### src/rtl/instr_prefetch_buffer.sv
// instr_prefetch_buffer: sequential instruction prefetcher with a req/ack memory port
// and a small {pc, word} FIFO feeding the core fetch stage.
module instr_prefetch_buffer #(
  parameter int                    DATA_WIDTH = 32,
  parameter int                    DEPTH      = 4,
  parameter logic [DATA_WIDTH-1:0] RESET_PC   = '0,
  parameter logic [DATA_WIDTH-1:0] NOP        = '0
) (
  input  logic                      clock,
  input  logic                      reset,
  input  logic                      hold,
  input  logic                      redirect,
  input  logic [DATA_WIDTH-1:0]     redirect_pc,
  output logic                      imem_req,
  output logic [DATA_WIDTH-1:0]     imem_addr,
  input  logic                      imem_ack,
  input  logic [DATA_WIDTH-1:0]     imem_rdata,
  output logic [DATA_WIDTH-1:0]     instr,
  output logic [DATA_WIDTH-1:0]     instr_pc,
  output logic                      stall,
  output logic [$clog2(DEPTH):0]    occupancy
);
  localparam int AW = $clog2(DEPTH);
  localparam logic [AW:0] FULL = (AW+1)'(DEPTH);

  typedef enum logic [1:0] {IDLE, REQ, DRAIN} state_t;

  state_t                state_q, state_d;
  logic                  req_q, req_d;
  logic [DATA_WIDTH-1:0] fetch_pc_q, fetch_pc_d, pending_pc_q, pending_pc_d, target_pc;
  logic [DATA_WIDTH-1:0] pc_mem_q [DEPTH];
  logic [DATA_WIDTH-1:0] pc_mem_d [DEPTH];
  logic [DATA_WIDTH-1:0] word_mem_q [DEPTH];
  logic [DATA_WIDTH-1:0] word_mem_d [DEPTH];
  logic [AW-1:0]         rd_ptr_q, rd_ptr_d, wr_ptr_q, wr_ptr_d;
  logic [AW:0]           count_q, count_d, occ_next;
  logic                  empty, push, pop;

  assign target_pc = redirect_pc & ~DATA_WIDTH'(3);
  assign empty     = count_q == '0;
  assign stall     = empty | hold;
  assign pop       = !stall && !redirect;
  // A word acked in the same cycle as a redirect belongs to the abandoned path.
  assign push      = state_q == REQ && imem_ack && !redirect;
  assign occ_next  = count_q + (AW+1)'(push) - (AW+1)'(pop);

  always_comb begin
    pc_mem_d   = pc_mem_q;
    word_mem_d = word_mem_q;
    if (push) begin
      pc_mem_d[wr_ptr_q]   = fetch_pc_q;
      word_mem_d[wr_ptr_q] = imem_rdata;
    end
    rd_ptr_d = redirect ? '0 : rd_ptr_q + AW'(pop);
    wr_ptr_d = redirect ? '0 : wr_ptr_q + AW'(push);
    count_d  = redirect ? '0 : occ_next;
  end

  always_comb begin
    state_d      = state_q;
    fetch_pc_d   = fetch_pc_q;
    pending_pc_d = pending_pc_q;
    case (state_q)
      IDLE: begin
        if (redirect) fetch_pc_d = target_pc;
        state_d = (redirect || occ_next < FULL) ? REQ : IDLE;
      end
      REQ: begin
        if (redirect && imem_ack) fetch_pc_d = target_pc;
        else if (redirect) begin
          pending_pc_d = target_pc;
          state_d      = DRAIN;
        end else if (imem_ack) begin
          fetch_pc_d = fetch_pc_q + DATA_WIDTH'(4);
          state_d    = occ_next < FULL ? REQ : IDLE;
        end
      end
      DRAIN: begin
        if (redirect) pending_pc_d = target_pc;
        if (imem_ack) begin
          fetch_pc_d = redirect ? target_pc : pending_pc_q;
          state_d    = REQ;
        end
      end
      default: state_d = IDLE;
    endcase
    req_d = state_d != IDLE;
  end

  always_ff @(posedge clock or negedge reset) begin
    if (!reset) begin
      state_q      <= IDLE;
      req_q        <= 1'b0;
      fetch_pc_q   <= RESET_PC;
      pending_pc_q <= RESET_PC;
      pc_mem_q     <= '{default: '0};
      word_mem_q   <= '{default: '0};
      rd_ptr_q     <= '0;
      wr_ptr_q     <= '0;
      count_q      <= '0;
    end else begin
      state_q      <= state_d;
      req_q        <= req_d;
      fetch_pc_q   <= fetch_pc_d;
      pending_pc_q <= pending_pc_d;
      pc_mem_q     <= pc_mem_d;
      word_mem_q   <= word_mem_d;
      rd_ptr_q     <= rd_ptr_d;
      wr_ptr_q     <= wr_ptr_d;
      count_q      <= count_d;
    end
  end

  assign imem_req  = req_q;
  assign imem_addr = fetch_pc_q;
  assign instr     = empty ? NOP : word_mem_q[rd_ptr_q];
  assign instr_pc  = empty ? '0 : pc_mem_q[rd_ptr_q];
  assign occupancy = count_q;
endmodule

### config.mk
export PLATFORM = sky130hd
export DESIGN_NAME = instr_prefetch_buffer
export DESIGN_NICKNAME = d
export VERILOG_FILES = /design/src/rtl/instr_prefetch_buffer.sv
export SDC_FILE = /design/constraint.sdc
export NUM_CORES = 1
export LEC_CHECK = 0
export ABC_AREA = 1
export CAP_MARGIN = 40
export CORE_MARGIN = 5
export CORE_UTILIZATION = 52
export DETAILED_ROUTE_END_ITERATION = 10
export PLACE_DENSITY = 0.77
export SKIP_CTS_REPAIR_TIMING = 1
export SYNTH_ARGS = -nofsm -noshare
export SYNTH_HDL_FRONTEND = slang
export SYNTH_SLANG_ARGS = --single-unit
### constraint.sdc
create_clock -name clock -period 2.5 [get_ports clock]
set_clock_uncertainty 0.05 [all_clocks]
set_input_delay 0.5 -clock clock [delete_from_list [all_inputs] [get_ports clock]]
set_output_delay 0.5 -clock clock [all_outputs]
set_load 0.01 [all_outputs]
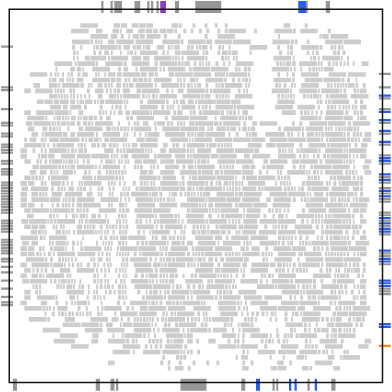
Figure 1: run 1, I/O pins on the die edge.
Drawn at 2 px/um. Pins as bars across the die edge, other pins in gray.
legend:
  `occupancy`:
    color: purple
    pins: 3
    direction: output
    edge: top
  `instr`:
    color: blue
    pins: 32
    direction: output
    edge: 23 right, 5 bottom, 4 top
  `reset`:
    color: orange
    pins: 1
    direction: input
    edge: right
all pins by edge: 50 right, 49 left, 38 top, 33 bottom

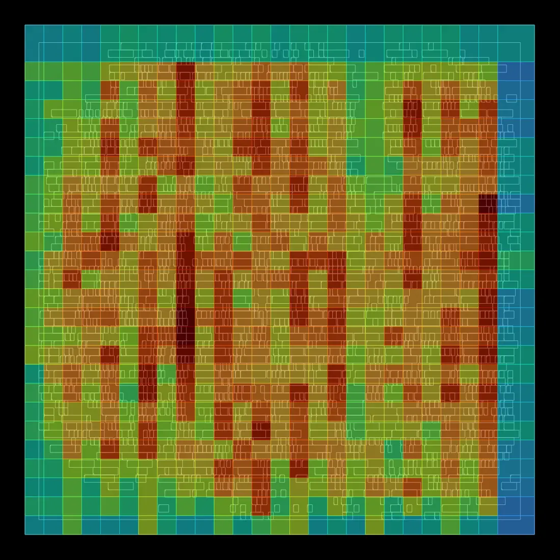
Figure 2: run 1, congestion heat map.
DR WL/cell: 17.80 um
utilization after layout: 67.89%

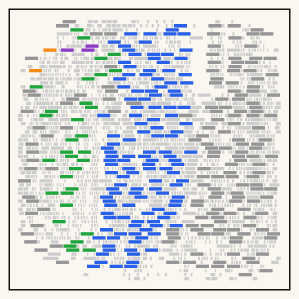
Figure 3: run 1, where the registers sit.
Drawn at 1.5 px/um. Other sequential cells in the stronger gray, the rest of the logic in the fainter gray.
legend:
  `occupancy`:
    color: purple
    sequential_cells: 3
  `state_q`:
    color: orange
    sequential_cells: 2
  `pc_mem_q`:
    color: blue
    sequential_cells: 128
    where: a column down the middle
  `imem_addr`:
    color: green
    sequential_cells: 32
    where: a column on the left
not colored: 165

==> impl_metrics.yaml, run 1 <==
# flow metrics
run_status:
  status: "finished with violations"
  violations: "negative setup slack"
finish:
  layout_top_cell: "nand2_1"
  fillerInstances: 2391
  nets: 2348
  layout-drive-gt1-share_pct: 15.42
  lay_top_cells: "nand2_1 (456), o21ai_0 (371), dfrtp_1 (328)"
  diodes: 0
  fin_cells: 2691
  area_delta_synth_final_pct: 29.02
job:
  warning_count: 33
  cap_violations: 0
floorplanning:
  row_count: 64
  chip_area_um2: 34570
  io_pins: 170
  die_y_um: 185.9
  core_area_um2: 30590
  die_w_um: 185.9
  fp_util_pct: 52.62
clocking:
  clock_tree.buffer_depth: 3
  clock.latency.late_pin_ps: 520
  clk_pin_slew_ps: 60
  numCtsBuffers: 38
  cts_sinks: 330
  cts.htree.levels: 2
  cts_tree: "built"
  ctsRootBufferMaster: "clkbuf_16"
timing:
  drv_slew: 0
  fin_crit_sh_pct: 105.5
  worstMarginPinSlew_ps: 623.3
  max-slew-margin-rel_pct: 57.37
  fin_crit_ps: 2638
  rsz0062_at_grt: "yes"
  fin_ws_ps: -137.6
  setup_viol: 58
  hold_violations: 0
  fmaxAchievable_mhz: 379.1
grt:
  grt_use_total_pct: 25.08
  grt_max_degree: 99
  grt_pass1_vias: 14240
  grt_pass1_wl_mm: 71.50
  antenna_found_initial: 0
  grt_overflow_total: 0
yosys:
  ys_top_cells_by_area: "dfrtp_1 (51%), o21ai_0 (13%), nand2_1 (11%), nor2_1 (8.0%), a21oi_1 (3.0%)"
  ys_area_um2: 16100
  yosys.cell_types.count: 33
  fp_nets: 2156
  ys.flops: 330
  avgSynthCellArea_um2: 7.753
  netlist_area_um2: 16100
  syn_inst: 2076
  synth.largest_area_cell: "dfrtp_1"
  ys_cells: 2076
  ys_warn_count: 0
  ys_seq_share_pct: 51.31
  top_area_share_pct: 51.31
route:
  via_per_inst: 5.703
  num_vias: 15350
  drt.antenna.violating_nets: 0
  drt_iter0_markers: 1526
  first_pass_iters: 6
  wirelength_mm: 47.89
  drcViolationCount: 0
worst_setup_path:
  startpoint_type: "flop"
  r2r_end: "imem_req$_DFF_PN0_"
  worstSetupPathType: "flop to output pin"
  cp_max_fo: 24
  cp.required_ps: 1950
  crit_family: "buffers and inverters"
  cp_cell_sequence: "buf_12, clkinv_8, buf_12, buf_12, o21ai_0, a21oi_1, buf_2"
  arrival_ps: 2090
  critical_path.endpoint: "instr[20]"
  max_stage_delay_ps: 500
  crit_start: "rd_ptr_q[0]$_DFF_PN0_"
  crit_cells: 7
  slowest_stage: "dfrtp_4"
  critPathBufInv: 5
  ff2ff_path_depth: 16
  end_kind: "output pin"
  reg2reg_slack_ps: 80
  timing.rr.start: "occupancy[2]$_DFF_PN0_"
  crit_path_frequent_cell: "buf_12"
power:
  power-per-cell-area_nw_per_um2: 1152
  vdd_ir_drop_max_mv: 0.8571
  p_leak_nw: 9.630
worst_hold_path:
  min_path_type: "primary input to async pin"
place:
  gp_congestion: 0.8976
  portBuffers: 167
  dp.cells: 2569
  place_hpwl_mm: 28.43
==> run 1: stage by stage <==
step | power [mW] | hold WS, ps | setup WS (ps) | setup TNS [ps] | area, um2
final | 23.92 | 426.0 | -137.6 | -3172 | 20770
after global routing | 25.51 | 449.9 | -204.9 | -7004 | 20770
after CTS | 23.26 | -166.5 | -511.4 | -26840 | 19870
after detailed placement | 17.69 | 386.8 | -415.0 | -1185 | 18620
after global placement | 17.31 | 382.9 | -408.0 | -1117 | 18600
after floorplan | 13.40 | 154.4 | 27.92 | 0 | 16130
==> run 1: synth_stat cells, drive strengths merged <==
cell and instances:
buf 65, nand3b 1, a31oi 1, nand2 460
xor2 4, ha 10, nor3 2, a2111oi 1
nor2 350, o211ai 9, a22oi 8, inv 130
o21ai 462, nand3 45, dfrtp 330, xnor2 1
nor3b 1, or2 2, a211oi 1, a21oi 97
fa 1, a21boi 2, o21a 1, clkbuf 71
a221oi 21
==> run 1: where the power goes <==
| part | switching, mW | internal [mW] | total (mW) |
|---|---|---|---|
| logic | 5.96 | 4.21 | 10.2 |
| clock network | 2.17 | 3.32 | 5.49 |
| registers | 1.26 | 7.00 | 8.26 |
| total | 9.39 | 14.5 | 23.9 |
==> run 1: cell type report <==
type	instances	area [um2]	area share [%]
multi-input cells	1480	7177	34.56
clock buffers	59	1171	5.640
repair buffers	288	3077	14.82
inverters	130	508.0	2.446
well taps	396	495.5	2.386
clock inverters	8	75.07	0.3615
flip-flops and latches	330	8263	39.79
==> run 1: kinds of logic (layout without fill, tap and decap cells) <==
kind of cell | after synthesis | after routing | share of synthesized area [%]
fa+ha+maj | 11 | 11 | 0.9017
xor+xnor | 5 | 5 | 0.2721
flops | 330 | 330 | 51.31
buf+inv | 266 | 485 | 6.631
compound gates | 603 | 603 | 20.16
simple gates | 861 | 861 | 20.72
==> run 1: worst min path at each step <==
stage                              start                          to  slack (ps)
2_1_floorplan                      reset    imem_addr[0]$_DFFE_PN0P_         150
3_3_place_gp                       reset   word_mem_q[7]$_DFFE_PN0P_         380
3_5_place_dp                       reset   word_mem_q[7]$_DFFE_PN0P_         390
4_1_cts                            reset  word_mem_q[39]$_DFFE_PN0P_        -170
5_1_grt        word_mem_q[5]$_DFFE_PN0P_   word_mem_q[5]$_DFFE_PN0P_         450
6_report                           reset   word_mem_q[7]$_DFFE_PN0P_         430
==> run 1: routing by layer <==
metal	global-route usage (%)	vias up	wire length [um]
met5	0	-	0
met4	7.957	0	1490
met3	3.928	96	3709
met2	40.60	716	22690
met1	35.03	7352	20000
li1	-	7183	-
==> run 1: flip-flops by register name, indices dropped and copies added (netlist names) <==
register and flops:
state_q 2, imem_addr 32, rd_ptr_q 2, pc_mem_q 128, word_mem_q 128, imem_req 1
occupancy 3, wr_ptr_q 2, pending_pc_q 32
==> run 1 -> run 2 <==
CORE_UTILIZATION = 53   (was 52)
CTS_BUF_LIST = sky130_fd_sc_hd__clkbuf_2 sky130_fd_sc_hd__clkbuf_4 sky130_fd_sc_hd__clkbuf_8   (was not set)
PLACE_DENSITY = 0.78   (was 0.77)
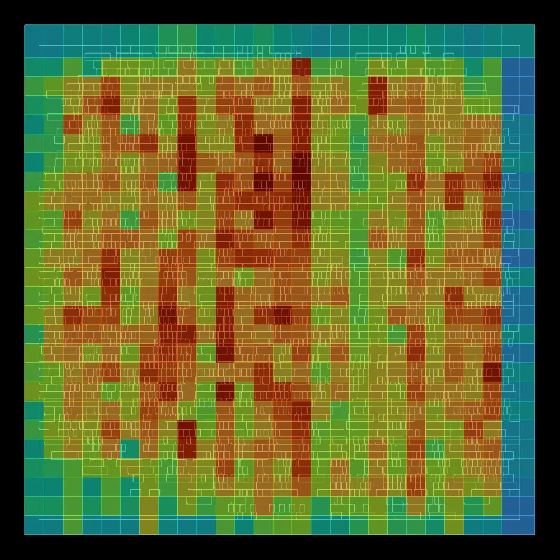
Figure 4: run 2, congestion heat map.
DR WL/cell: 17.43 um
M3 GR Usage: 4.066%
met1 GRT Util: 36.05%
Overall Global Routing Usage: 25.80%
M2 GR Usage: 41.74%

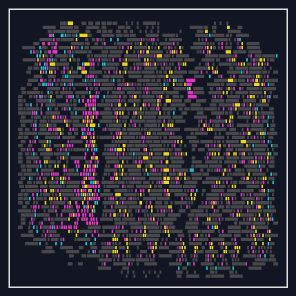
Figure 5: run 2, logic cells by family.
Drawn at 1.5 px/um.
legend:
  nand cells:
    color: magenta
    cells: 506
    most_used: nand2_1
  nor cells:
    color: yellow
    cells: 353
    most_used: nor2_1
    where: widely spread
  inv cells:
    color: cyan
    cells: 130
    most_used: inv_1
    where: widely spread

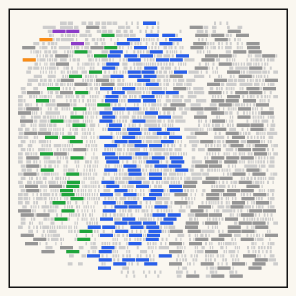
Figure 6: run 2, where the registers sit.
Drawn at 1.5 px/um. Other sequential cells in the stronger gray, the rest of the logic in the fainter gray.
legend:
  `imem_addr`:
    color: green
    sequential_cells: 32
  `state_q`:
    color: orange
    sequential_cells: 2
  `pc_mem_q`:
    color: blue
    sequential_cells: 128
    where: a column down the middle
  `occupancy`:
    color: purple
    sequential_cells: 3
not colored: 165

==> run 2 against run 1 <==
  * The flow still finishes with violations (negative setup slack)
  * Cell area is 2.1% lower
  * Synthesized area stayed put
  * Die area is 1.8% lower
  * Core utilization is 0.38 points higher
  * Critical path depth is 1 higher
  * Hold slack worse by 31 ps
  * Maximum frequency is 1.4% lower
  * Sequential power hardly changed
  * Largest cell class unchanged
==> impl_metrics.yaml, run 2 <==
# flow metrics
grt:
  grt_pass1_vias: 14200
  grt_overflow_total: 0
  grt_pass1_wl_mm: 72.66
  grt_max_degree: 129
  antenna_found_initial: 0
clocking:
  numCtsBuffers: 54
  clk_pin_slew_ps: 60
  cts_sinks: 330
  clock_tree.buffer_depth: 3
  cts_tree: "built"
  cts.htree.levels: 2
  ctsRootBufferMaster: "clkbuf_8"
  clock.latency.late_pin_ps: 580
finish:
  nets: 2347
  layout_top_cell: "nand2_1"
  diodes: 0
  area_delta_synth_final_pct: 26.37
  lay_top_cells: "nand2_1 (452), o21ai_0 (391), dfrtp_1 (328)"
  reg.largest.list: "pc_mem_q x128, word_mem_q x128"
  fin_cells: 2696
  layout-drive-gt1-share_pct: 16.18
yosys:
  syn_inst: 2076
  ys_warn_count: 0
  synth-main-ff-cell: "dfrtp_1"
  synth-simple-area-share_pct: 20.72
  synth.largest_area_cell: "dfrtp_1"
  ys.flops: 330
  yosys.cell_types.count: 33
  post_synth_xor_area_fraction_pct: 0.2721
  fp_nets: 2156
  synthArstFlopShare_pct: 100.0
  ys_cells: 2076
  synth-edff-count: 0
  synthTopLogicFamily: "simple AND/OR/NAND/NOR gates"
  ys_sh_mux_pct: 0
  most_common_cell: "nand2_1"
  netlist_area_um2: 16100
  yosys-top-cells-count: "nand2_1 (460), o21ai_0 (430), nor2_1 (345)"
  ys_area_um2: 16100
  adder_share_pct: 0.9017
  yosys.area_share.aoi_pct: 20.16
  avgSynthCellArea_um2: 7.753
  top_area_share_pct: 51.31
  ys_seq_share_pct: 51.31
  ys_top_cells_by_area: "dfrtp_1 (51%), o21ai_0 (13%), nand2_1 (11%), nor2_1 (8.0%), a21oi_1 (3.0%)"
worst_hold_path:
  min_path_type: "primary input to flop"
  holdPathStages: 5
run_status:
  status: "finished with violations"
  violations: "negative setup slack"
worst_setup_path:
  worstSetupPathType: "flop to output pin"
  ff2ff_path_depth: 16
  cp.required_ps: 1950
  slowest_stage: "dfrtp_4"
  startpoint_type: "flop"
  max_stage_delay_ps: 510
  end_kind: "output pin"
  cp_max_fo: 8
  arrival_ps: 2120
  cp_cell_sequence: "buf_6, buf_6, clkbuf_16, nor2_4, nor2_1, o21ai_1, a21oi_2, buf_2"
  crit_path_frequent_cell: "buf_6"
floorplanning:
  chip_area_um2: 33950
  row_count: 63
  die_w_um: 184.3
  die_y_um: 184.3
  io_pins: 170
  fp_util_pct: 54.02
  core_area_um2: 29800
timing:
  holdWs_ps: 395.0
  drv_slew: 0
  fmaxAchievable_mhz: 374.0
  fin_crit_ps: 2674
  fin_crit_sh_pct: 107.0
  rsz0062_at_grt: "yes"
  fin_ws_ps: -173.8
  max-slew-margin-rel_pct: 60.16
  hold_violations: 0
  setup_viol: 57
  worstMarginPinSlew_ps: 591.4
place:
  gp_congestion: 0.8565
  place_hpwl_mm: 28.93
  portBuffers: 167
  post-place-ws_ps: -414.0
  dp.cells: 2566
route:
  drt_iter0_markers: 1490
  num_vias: 15230
  wirelength_mm: 47.00
  drt.antenna.violating_nets: 0
  drcViolationCount: 0
  via_per_inst: 5.650
  first_pass_iters: 6
power:
  vdd_ir_drop_max_mv: 0.8782
  finalPower_mw: 23.36
  power-per-cell-area_nw_per_um2: 1149
  p_leak_nw: 9.441
job:
  warning_count: 35
  cap_violations: 0
==> run 2: cell counts after synthesis <==
No cell type changed its count.
==> run 2: final cells by class <==
cell class | count | area, um2
fillers | 2398 | 9457
flip-flops and latches | 330 | 8263
multi-input cells | 1480 | 7166
repair buffers | 271 | 2784
clock buffers | 90 | 1114
inverters | 130 | 498.0
well taps | 390 | 488.0
clock inverters | 5 | 27.53
==> run 2: worst max-delay path, delay by kind of cell, from the launching register on <==
family	cells	cell delay (ps)
flip-flops	1	510
buffers and inverters	4	580
AND/OR/NAND/NOR	2	150
AND-OR/OR-AND	2	300
==> run 2: cells by family after synthesis <==
logic type	after synthesis
XOR/XNOR	5
adder cells (fa/ha/maj)	11
AND/OR/NAND/NOR	861
AND-OR/OR-AND	603
flip-flops	330
buffers and inverters	266
==> run 2: worst paths after layout <==
path	to	startpoint	slack, ps
hold / removal	rd_ptr_q[1]$_DFF_PN0_	redirect	390
max in group asynchronous	pc_mem_q[41]$_DFFE_PN0P_	reset	1230
setup reg to reg	imem_req$_DFF_PN0_	occupancy[2]$_DFF_PN0_	50
min in group asynchronous	word_mem_q[7]$_DFFE_PN0P_	reset	410
hold reg to reg	word_mem_q[5]$_DFFE_PN0P_	word_mem_q[5]$_DFFE_PN0P_	430
setup / recovery	instr_pc[25]	rd_ptr_q[0]$_DFF_PN0_	-170
==> run 2: power by group <==
part           internal [mW]  switching [mW]
clock network           2.79            2.12
logic                   4.26            5.96
registers               7.00            1.23
==> run 2: per-stage QoR <==
step | utilization [%] | TNS [ps] | instance area [um2]
2_1_floorplan | - | 0 | 16130
3_3_place_gp | 62.38 | -1087 | 18590
3_5_place_dp | 62.47 | -1143 | 18610
4_1_cts | 66.30 | -33750 | 19750
5_1_grt | 68.26 | -10320 | 20340
6_report | 68.26 | -4040 | 20340
==> run 2: layer usage <==
| layer | share of wire (%) | GRT usage (%) | vias to the layer above |
|---|---|---|---|
| met5 | 0 | 0 | - |
| met4 | 3.1 | 8.193 | 0 |
| met1 | 42 | 36.05 | 7282 |
| met2 | 47 | 41.74 | 676 |
| li1 | - | - | 7169 |
| met3 | 7.9 | 4.066 | 106 |
==> run 2 -> run 3 <==
ABC_AREA = not set   (was 1)
GPL_TIMING_DRIVEN = 1   (was not set)
PLACE_DENSITY = 0.79   (was 0.78)
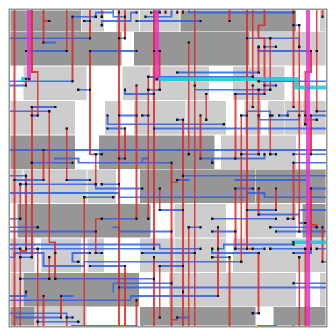
Figure 7: run 3, a small window of the routed layout.
Window x 79 to 104, y 42 to 67 um. Cells in gray, sequential cells in the stronger gray; small squares are vias.
legend:
  metal 4:
    color: magenta
  metal 2:
    color: red
  metal 1:
    color: blue
  metal 3:
    color: cyan
cells with their middle in the window: 40
netlist names of flops here include: `pc_mem_q` (6), `wr_ptr_q` (2)
most frequent: dfrtp_1 (10), nor2_1 (3), mux2_2 (3)
sequential cells in the window: 11

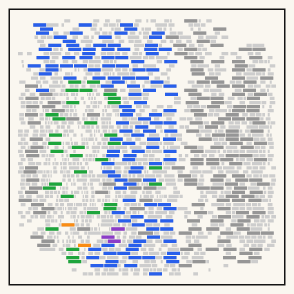
Figure 8: run 3, where the registers sit.
Drawn at 1.5 px/um. Other sequential cells in the stronger gray, the rest of the logic in the fainter gray.
legend:
  `state_q`:
    color: orange
    sequential_cells: 2
  `occupancy`:
    color: purple
    sequential_cells: 3
  `imem_addr`:
    color: green
    sequential_cells: 32
  `pc_mem_q`:
    color: blue
    sequential_cells: 128
not colored: 165

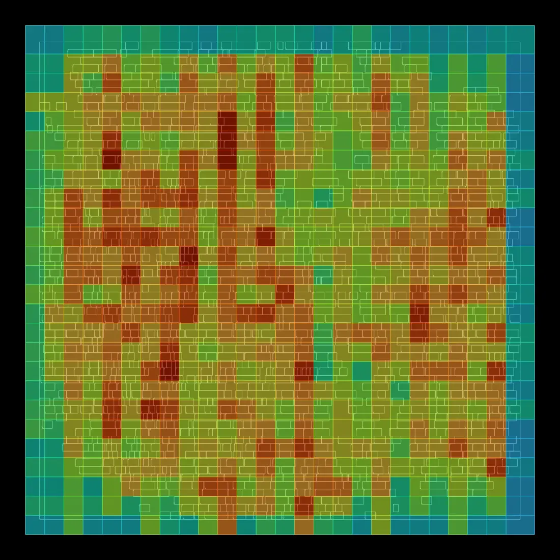
Figure 9: run 3, congestion heat map.
M3 GR Usage: 4.325%
utilization after layout: 67.93%

==> run 3 against run 2 <==
  * The flow still finishes with violations (negative setup slack)
  * Global-route usage down 2.7 points
  * Maximum frequency down 4.0%
  * Combinational power down about 10%
  * Total power down 7.5%
  * Die area down 1.7%
  * Synthesized area down 1.8%
  * Routed wire length down 16%
  * Non-clock buffer count up 6
  * Worst setup slack worse by 110 ps
  * Cell area down 1.3%
  * First-iteration DRC count down 46%
  * Clock power up 1%
  * Critical path type unchanged
  * Critical endpoint is now instr[15]
==> impl_metrics.yaml, run 3 <==
# flow metrics
finish:
  area_delta_synth_final_pct: 27.00
  layout-drive-gt1-share_pct: 42.79
  seqCellArea_um2: 8267
  lay_top_cells: "dfrtp_1 (327), mux2_2 (269), clkdlybuf4s50_1 (101)"
  logic_area_um2: 7193
  fillerInstances: 2110
  layout_top_cell: "dfrtp_1"
  design_area_um2: 20080
  diodes: 0
  reg.largest.list: "pc_mem_q x128, word_mem_q x128"
  nets: 1476
  fin_cells: 1825
job:
  cap_violations: 0
  warning_count: 34
floorplanning:
  die_w_um: 182.7
  fp_util_pct: 53.49
  row_count: 63
  chip_area_um2: 33390
  die_y_um: 182.7
  io_pins: 170
  core_area_um2: 29560
worst_setup_path:
  cp.required_ps: 1950
  end_kind: "output pin"
  crit_family: "buffers and inverters"
  cp_max_fo: 5
  worstSetupPathType: "flop to output pin"
  cp_cell_sequence: "buf_6, clkbuf_16, buf_4, mux4_2, nor2b_1, clkbuf_2"
  slowest_stage: "dfrtp_4"
  startpoint_type: "flop"
  arrival_ps: 2240
  critPathBufInv: 4
  max_stage_delay_ps: 510
place:
  dp.cells: 1707
  portBuffers: 167
  place_hpwl_mm: 25.84
  placed_area_um2: 18520
  gp_congestion: 0.8715
  post-place-ws_ps: -662.9
grt:
  antenna_found_initial: 0
  grt_use_total_pct: 23.12
  grt_overflow_total: 0
  grt_pass1_vias: 11330
  grt_pass1_wl_mm: 62.05
  grt_max_degree: 73
yosys:
  yosys.cell_types.count: 72
  synth.largest_area_cell: "dfrtp_1"
  ys_top_cells_by_area: "dfrtp_1 (52%), mux2_2 (19%), mux4_2 (9.1%), nor2b_1 (2.7%), buf_2 (1.4%)"
  synth-main-ff-cell: "dfrtp_1"
  syn_inst: 1152
  yosys-top-cells-count: "dfrtp_1 (330), mux2_2 (269), nor2b_1 (69)"
  synth-edff-count: 0
  avgSynthCellArea_um2: 13.73
  fp_nets: 1232
  top_area_share_pct: 52.23
  ys_seq_share_pct: 52.23
  synthArstFlopShare_pct: 100.0
  most_common_cell: "dfrtp_1"
  netlist_area_um2: 15810
  ys_area_um2: 15810
  ys_cells: 1152
  ys_warn_count: 0
  ys.flops: 330
clocking:
  numCtsBuffers: 55
  clock.latency.late_pin_ps: 600
  clock_tree.buffer_depth: 3
  cts_tree: "built"
  clk_pin_slew_ps: 60
  cts_sinks: 330
  cts.htree.levels: 2
  ctsRootBufferMaster: "clkbuf_8"
route:
  wire_per_inst_um: 21.69
  num_vias: 10730
  via_per_inst: 5.880
  drt_iter0_markers: 805
  first_pass_iters: 6
  wirelength_mm: 39.59
  drcViolationCount: 0
  drt.antenna.violating_nets: 0
power:
  finalPower_mw: 21.61
  p_int_mw: 14.46
  seqPwrFrac_pct: 36.6
  p_clk_share_pct: 23.0
  pwr-share-comb_pct: 40.4
  power-per-cell-area_nw_per_um2: 1076
  vdd_ir_drop_max_mv: 0.6601
  swShare_pct: 33.09
  p_leak_nw: 9.553
  p_switching_mw: 7.151
run_status:
  status: "finished with violations"
  violations: "negative setup slack"
worst_hold_path:
  min_path_type: "primary input to async pin"
timing:
  rsz0062_at_grt: "yes"
  hold_violations: 0
  max-slew-margin-rel_pct: 65.93
  fmaxAchievable_mhz: 359.0
  fin_crit_ps: 2786
  setup_viol: 65
  fin_crit_sh_pct: 111.4
  fin_ws_ps: -285.7
  drv_slew: 0
  worstMarginPinSlew_ps: 505.7
run 3: power groups by stage:
stage	clock [mW]	combinational [mW]	sequential (mW)
6_report	4.96	8.73	7.91
5_1_grt	5.34	9.38	8.09
4_1_cts	5.09	8.50	7.89
3_5_place_dp	0	8.47	7.97
3_3_place_gp	0	8.27	7.88
2_1_floorplan	0	4.94	7.67
run 3: final timing paths:
path,to,cells past startpoint,slack [ps],startpoint
min in group clock,pc_mem_q[16]$_DFFE_PN0P_,2,430,pc_mem_q[16]$_DFFE_PN0P_
min,pc_mem_q[1]$_DFFE_PN0P_,2,400,reset
max reg2reg,imem_req$_DFF_PN0_,12,-90,occupancy[0]$_DFF_PN0_
min reg2reg,pc_mem_q[16]$_DFFE_PN0P_,2,430,pc_mem_q[16]$_DFFE_PN0P_
max,instr[15],6,-290,rd_ptr_q[0]$_DFF_PN0_
max in group asynchronous,pc_mem_q[123]$_DFFE_PN0P_,3,1260,reset
run 3: layer usage:
layer  wire, um  global-route usage (%)  up-vias  part of all wire [%]
met4       1170                   7.055        0                   3.0
met3       2619                   4.325       81                   6.6
met5          0                       0        -                     0
li1           -                       -     4748                     -
met1      16970                   31.68     5517                    43
met2      18830                   37.98      385                    48
run 3: worst register-to-register path, stage by stage (launching register included):
cell,delay [ps]
dfrtp_1,400
nor3_4,200
or2_4,160
nor2_4,40
ha_4,200
inv_2,60
ha_4,120
inv_2,30
fa_2,340
xnor3_1,230
o21ai_1,260
a31oi_4,130
or2_4,240
run 3: cell type report:
class	instances	share of cell area, %
Tap cell	390	2.430
Timing Repair Buffer	277	14.44
Clock buffer	87	5.433
Inverter	17	0.3178
Sequential cell	330	41.17
Multi-Input combinational cell	715	35.82
Clock inverter	9	0.3925
run 3: kinds of logic after synthesis:
kind of cell / Yosys count / share of synthesized area, %
mux: 355 / 29.75
flops: 330 / 52.23
simple gates: 204 / 7.177
compound gates: 130 / 5.769
buf+inv: 107 / 3.236
xor+xnor: 14 / 0.8625
fa+ha+maj: 12 / 0.9813
run 3: per-stage QoR:
step                hold WS [ps]  setup TNS (ps)
detailed placement         392.2          -11920
finish                     403.3          -14110
global placement           389.4           -8574
floorplan                  154.4          -287.7
CTS                       -226.9          -40130
global route               414.4          -19780
Power figures rest on the tool's default switching activity, not on a simulated workload.
